==> config.mk <==
export PLATFORM = sky130hd
export DESIGN_NAME = mfcc_frame_sequencer
export DESIGN_NICKNAME = d
export VERILOG_FILES = /design/src/rtl/mfcc_seq_pkg.sv /design/src/rtl/mfcc_seq_watchdog.sv /design/src/rtl/mfcc_frame_sequencer.sv
export SDC_FILE = /design/constraint.sdc
export NUM_CORES = 1
export LEC_CHECK = 0
export CAP_MARGIN = 20
export CORE_UTILIZATION = 40
export DETAILED_ROUTE_END_ITERATION = 8
export HOLD_SLACK_MARGIN = 0.02
export PLACE_DENSITY_LB_ADDON = 0.12
export RECOVER_POWER = 50
export REMOVE_ABC_BUFFERS = 1
export SLEW_MARGIN = 20
export SYNTH_ARGS = -nofsm -noshare
export SYNTH_HDL_FRONTEND = slang
export SYNTH_SLANG_ARGS = --single-unit
==> constraint.sdc <==
create_clock -name clk -period 1.6 [get_ports clk]
set_input_delay 0.24 -clock clk [delete_from_list [all_inputs] [get_ports clk]]
set_output_delay 0.24 -clock clk [all_outputs]
set_load 0.01 [all_outputs]
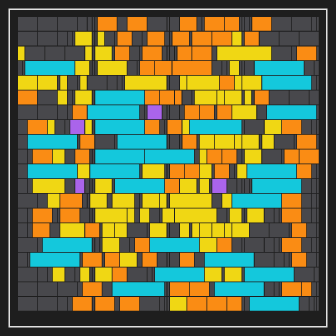
run_1/cell_classes.png
Fill, decap, tap and diode cells in grey.
cyan -> flops  # cells 27
purple -> clock drivers and dummy loads  # cells 4
orange -> other buffers and delay cells  # cells 76
yellow -> all other logic  # cells 79
row count: 20
design area: 2060 um^2
Core Box Area: 3030 um^2
Layout Utilization: 68.2%
fraction of area in registers: 32.9%

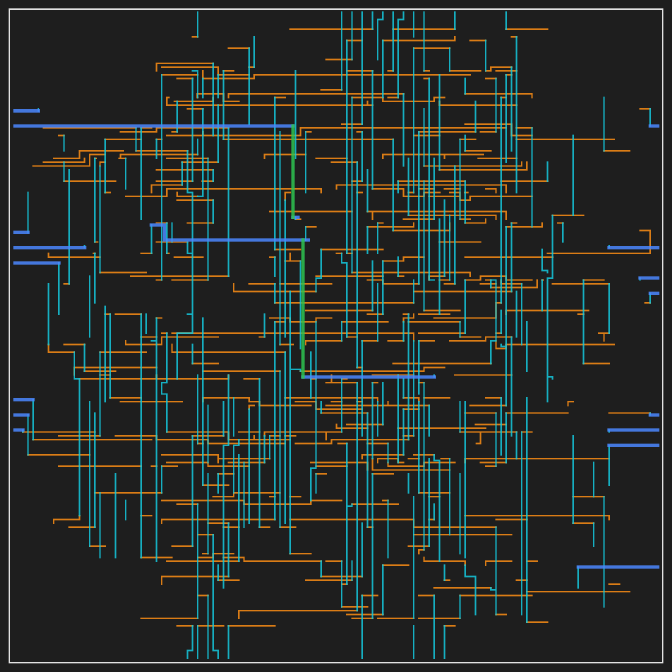
run_1/metal_stack.png
cyan -> met2  # wire length 1530 um
orange -> met1  # wire length 1370 um
green -> met4  # wire length 20.4 um
blue -> met3  # wire length 92.3 um
Detailed Route WL: 3010 um
routed via count: 1089
wire per inst: 13.1 um

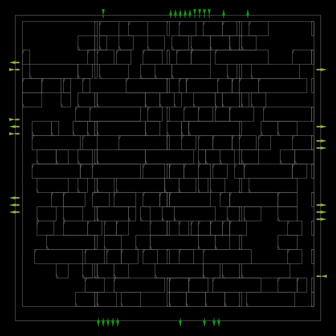
run_1/final_placement.png
Post-Layout Cell Count: 230
tap cells: 44
fillers: 239
flop count: 27

==> metrics.yaml, run 1 <==
clocking:
  ctsHoldBuffers: 0
  cts-root-buf: "clkbuf_4"
  clk_pin_slew_ns: 0.15
  max-clock-path-buffers: 2
  post_cts_buffers: 6
  cts_resized: 20
  clock-sinks: 27
outcome:
  violations: "negative setup slack"
  outcome: "complete, but fails checks"
sta:
  final.setup.tns_ns: -0.829
  finalCritPeriodShare_pct: 108
  setup_viol: 13
  fmax_mhz: 578
  finalHoldViolations: 0
  worst_pin_slew_ns: 0.661
  rsz0062_at_grt: "true"
  setup_ws_ns: -0.129
  maxSlewViolCount: 0
  period_minus_slack_ns: 1.73
logic_synthesis:
  avgSynthCellArea_um2: 11.3
  yosysChipArea_um2: 1270
  synth.logic.top_family: "simple AND/OR/NAND/NOR gates"
  yosysMostFrequentCell: "dfrtp_1"
  synthXorXnorAreaFrac_pct: 11.7
  async_flop_share_pct: 100
  yosysTopAreaCellShare_pct: 53.3
  largest_area_cell: "dfrtp_1"
  top_cells_by_area: "dfrtp_1 53%, xnor2_1 9.0%, nand2_1 3.6%"
  synth-seq-cells: 27
worst_setup_path:
  r2r_setup_slack_ns: -0.13
  cp-end-kind: "register"
  crit_family: "simple AND/OR/NAND/NOR gates"
  reg2reg_depth: 4
  path_depth: 4
  crit_buf_inv: 0
  critPathRequiredTime_ns: 1.84
grt:
  busiest_layer: "met2"
  grt-ovfl-total: 0
  grtUsageMet2_pct: 30.4
  grt.met1_usage_pct: 24.6
  grt_util_all_layers_pct: 18.2
  grt_antenna_before_repair: 0
  grt_pass1_vias: 1023
  grt_pass1_wl_um: 4640
pwr:
  irDropWorstVdd_v: 0.00100
  leakagePower_nw: 0.991
final_layout:
  clock_buffers: 3
  diodes: 0
  buffers: 76
  bufAreaShareNonClock_pct: 32.1
  inverters_excl_clock: 6
  drive_gt1_share_pct: 34.9
  clk_share_pct: 1.33
  largest_reg_flops: 16
  synthToLayoutAreaGrowth_pct: 62.7
detailed_routing:
  met1_length_um: 1370
  ant_nets: 0
  via_per_inst: 4.73
  wl_met3_um: 92
  drtIter0Drc: 19
floorplanning:
  die_y_um: 58.3
  ios: 37
  initial_utilization_pct: 41.9
placement:
  io_buffer_count: 35
run:
  drv_cap: 0
  warning_count: 27
min_path:
  hold_path_class: "primary input to asynchronous set/reset pin"
==> run 1: metrics by stage <==
stage | hold slack [ns] | power (mW)
after global placement | 0.462 | 2.09
after floorplan | -0.0556 | 1.44
after detailed placement | 0.466 | 2.12
after CTS | 0.254 | 2.52
final | 0.438 | 2.76
after global routing | 0.508 | 2.93
==> run 1: power by group <==
part           switching, mW  internal, mW
sequential             0.101         0.811
clock                  0.203        0.0940
combinational          0.658         0.890
==> run 1: cell usage in the layout, fill, tap and decap left out, drive strengths merged, types with 2 or more instances in the layout <==
master,instances
buf,39
dfrtp,27
clkdlybuf4s50,24
xnor2,13
nand2,12
nand3,7
nor2,6
inv,5
dlygate4sd2,5
clkbuf,5
xor2,4
nand4,4
clkdlybuf4s25,4
nor4,4
and3,3
nand4bb,2
o311ai,2
clkinv,2
run_1/port_nets.png
Bar = 20 um.
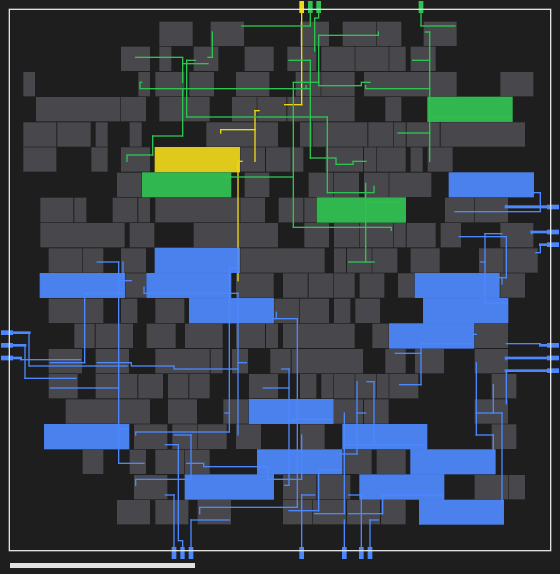

==> run 2, diff against run 1 <==
--- a/config.mk
+++ b/config.mk
@@ -6,7 +6,10 @@
 export NUM_CORES = 1
 export LEC_CHECK = 0
 export CAP_MARGIN = 20
-export CORE_UTILIZATION = 40
+export CELL_PAD_IN_SITES_DETAIL_PLACEMENT = 0
+export CELL_PAD_IN_SITES_GLOBAL_PLACEMENT = 1
+export CORE_ASPECT_RATIO = 0.8
+export CORE_UTILIZATION = 32
 export DETAILED_ROUTE_END_ITERATION = 8
 export HOLD_SLACK_MARGIN = 0.02
 export PLACE_DENSITY_LB_ADDON = 0.12
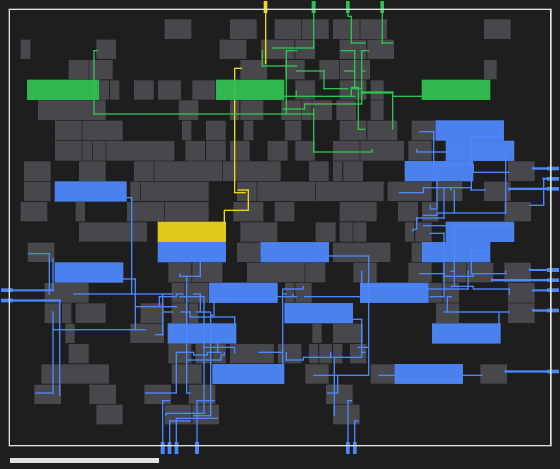
run_2/port_nets.png
Bar = 20 um.
yellow -> mel_start_o  # bits 1, direction output, end cells 1, buffers 2, wire 35.3 um
blue -> frame_count_o  # bits 16, direction output, end cells 16, buffers 16, wire 604 um
green -> stage_o  # bits 3, direction output, end cells 3, buffers 4, wire 171 um
I/O pins: 37
IO buf count: 35

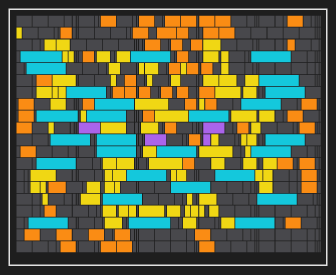
run_2/cell_classes.png
Fill, decap, tap and diode cells in grey.
orange -> other buffers and delay cells  # cells 61
purple -> clock drivers and dummy loads  # cells 4
cyan -> flops  # cells 27
yellow -> all other logic  # cells 79
fraction of area in registers: 34.0%
Layout Utilization: 52.6%

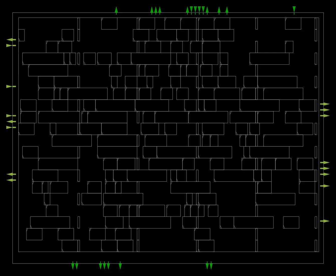
run_2/final_placement.png
tap cells: 55
Core Box Area: 3800 um^2

==> metrics.yaml, run 2 <==
pwr:
  power.share.clock_pct: 14.1  # +3.3 points
  seq_power_mw: 0.943  # +3.4%
  power.share.combinational_pct: 52.1  # -4.1 points
  leakagePower_nw: 0.935  # -5.6%
  p_switching_mw: 0.969  # +0.74%
  clock_power_mw: 0.395  # +33%
  intPower_mw: 1.82  # +1.6%
  irDropWorstVdd_v: 0.000990  # -1.3%
  p_seq_share_pct: 33.8  # +0.7 points
  power.group.top: "combinational cells"
  finalPower_mw: 2.79  # +1.3%
  p_comb_mw: 1.46  # -6%
  powerDensity_nw_per_um2: 1400
  sw_frac_of_total_pct: 34.7  # -0.19 points
final_layout:
  fin_cells: 226  # -1.7%
  largest_reg_flops: 16  # unchanged
  lay_top_count: "clkdlybuf4s50_1"
  drive_gt1_share_pct: 30.4  # -4.5 points
  flop_area_um2: 679
  final_design_area_no_fill_um2: 2000  # -3.2%
  nFillCells: 358  # +50%
  synthToLayoutAreaGrowth_pct: 57.6
  lay_top_cells: "33 x clkdlybuf4s50_1, 24 x dfrtp_1, 24 x buf_4"
  nets: 182
  mi_logic_area_um2: 628
  diodes: 0  # unchanged
worst_setup_path:
  cp-end-kind: "register"
  cp_cell_sequence: "or4_4, nor4_4, nand3_1, xnor2_1"
  cp_max_fo: 4
  worstPathArrival_ns: 1.95
  reg2reg_depth: 4  # unchanged
  crit_path_max_incr_delay_ns: 0.58
  worstSetupPathType: "register to register"
  critPathRequiredTime_ns: 1.76  # -0.08 ns
  path_depth: 4  # unchanged
  crit_family: "simple AND/OR/NAND/NOR gates"
  start_kind: "register"
  crit_buf_inv: 0  # unchanged
  r2r_setup_slack_ns: -0.18  # -0.05 ns
  slowest_stage: "or4_4"
detailed_routing:
  drt_first_pass_iters: 4
  wl_met3_um: 126  # +37%
  wl_met2_um: 1440
  drc: 0
  via_per_inst: 4.56  # -3.7%
  drtIter0Drc: 42  # +23
  met1_length_um: 1410  # +2.5%
  num_vias: 1031  # -5.3%
  avgRoutedWirePerCell_um: 13.3  # +1.6%
  ant_nets: 0  # unchanged
  drt-total-wl_um: 3010  # -0.13%
  dr.max_layer_used: "met4"
sta:
  worst_pin_slew_ns: 0.689  # +0.0282 ns
  setup_viol: 12  # -1
  rsz0062_at_grt: "true"
  maxSlewViolCount: 0  # unchanged
  finalHoldViolations: 0  # unchanged
  fin_worst_skew_ns: 0.00141
  final.setup.tns_ns: -1.10  # -0.271 ns
  slew_headroom_pct: 54.1
  period_minus_slack_ns: 1.78  # +0.0549 ns
  holdWs_ns: 0.481  # +0.0431 ns
  setup_ws_ns: -0.184  # -0.0549 ns
  finalCritPeriodShare_pct: 111  # +3.4 points
  fmax_mhz: 561  # -3.1%
logic_synthesis:
  syn_area_um2: 1270
  top_cells_by_area: "dfrtp_1 53%, xnor2_1 9.0%, nand2_1 3.6%"
  synth_cell_type_count: 35
  yosysWarnings: 0
  synthTopCellsByCount: "27 x dfrtp_1, 13 x xnor2_1, 12 x nand2_1"
  enable_flop_cells: 0
  yosysTopAreaCellShare_pct: 53.3  # unchanged
  yosysSeqAreaShare_pct: 53.3
  synth-seq-cells: 27  # unchanged
  async_flop_share_pct: 100  # unchanged
  largest_area_cell: "dfrtp_1"
  ys_cells: 112
  yosysChipArea_um2: 1270  # unchanged
  avgSynthCellArea_um2: 11.3  # unchanged
  synthCells: 112
  yosysMostFrequentCell: "dfrtp_1"
  flop_cell: "dfrtp_1"
clocking:
  cts-root-buf: "clkbuf_8"
  cts_buffers: 3
  cts_tree: "built"
  clk_pin_slew_ns: 0.10  # -0.05 ns
  clock-sinks: 27  # unchanged
  post_cts_buffers: 2  # -4
  cts_resized: 10  # -50%
  htreeDepth: 1
  max-clock-path-buffers: 2  # unchanged
  clk_latency_ns: 0.27
  ctsHoldBuffers: 0  # unchanged
outcome:
  violations: "negative setup slack"
  outcome: "complete, but fails checks"
floorplanning:
  die_x_um: 72.4
  die-area_um2: 4220
  die_y_um: 58.3  # unchanged
  initial_utilization_pct: 33.4  # -8.5 points
  rows: 20  # unchanged
run:
  drv_cap: 0  # unchanged
  warning_count: 27  # unchanged
grt:
  grt_util_all_layers_pct: 14.2  # -4.0 points
  grt_pass1_vias: 991  # -3.1%
  grt_pass1_wl_um: 4550  # -2.1%
  grt.met1_usage_pct: 18.9  # -5.6 points
  grt_antenna_before_repair: 0  # unchanged
  grtUsageMet2_pct: 23.5  # -6.9 points
  busiest_layer: "met2"
  grt-ovfl-total: 0  # unchanged
  gr-usage-met3_pct: 4.11
  grt_max_degree: 28
placement:
  hpwl_um: 2120
  place_area_um2: 1810
  dp.cells: 217
  place_congestion: 0.834
  post-place-ws_ns: -0.218
min_path:
  hold_path_class: "register to register"
  hold_depth: 1
-- run 2: layout make-up --
class	count	share of cell area, %
flip-flops and latches	27	34.0
multi-input cells	73	31.4
repair buffers	61	27.5
clock inverters	1	0.250
inverters	6	1.38
clock buffers	3	2.07
well taps	55	3.44
-- run 2: kinds of logic (layout without fill, tap and decap cells) --
family / Yosys count / in the layout / share of synthesized area [%]
simple gates: 43 / 43 / 21.5
flops: 27 / 27 / 53.3
fa+ha+maj: 2 / 2 / 1.78
compound gates: 9 / 9 / 5.62
other cells: 1 / 1 / 0.296
buf+inv: 12 / 71 / 5.03
xor+xnor: 17 / 17 / 11.7
mux: 1 / 1 / 0.789
-- run 2: worst reg2reg max path, delay by kind of cell, from the launching register on --
family	cells	cell delay [ns]
simple gates	3	1.13
xor+xnor	1	0.15
flops	1	0.39
No activity file was given, so power comes from the tool's default toggle rates.
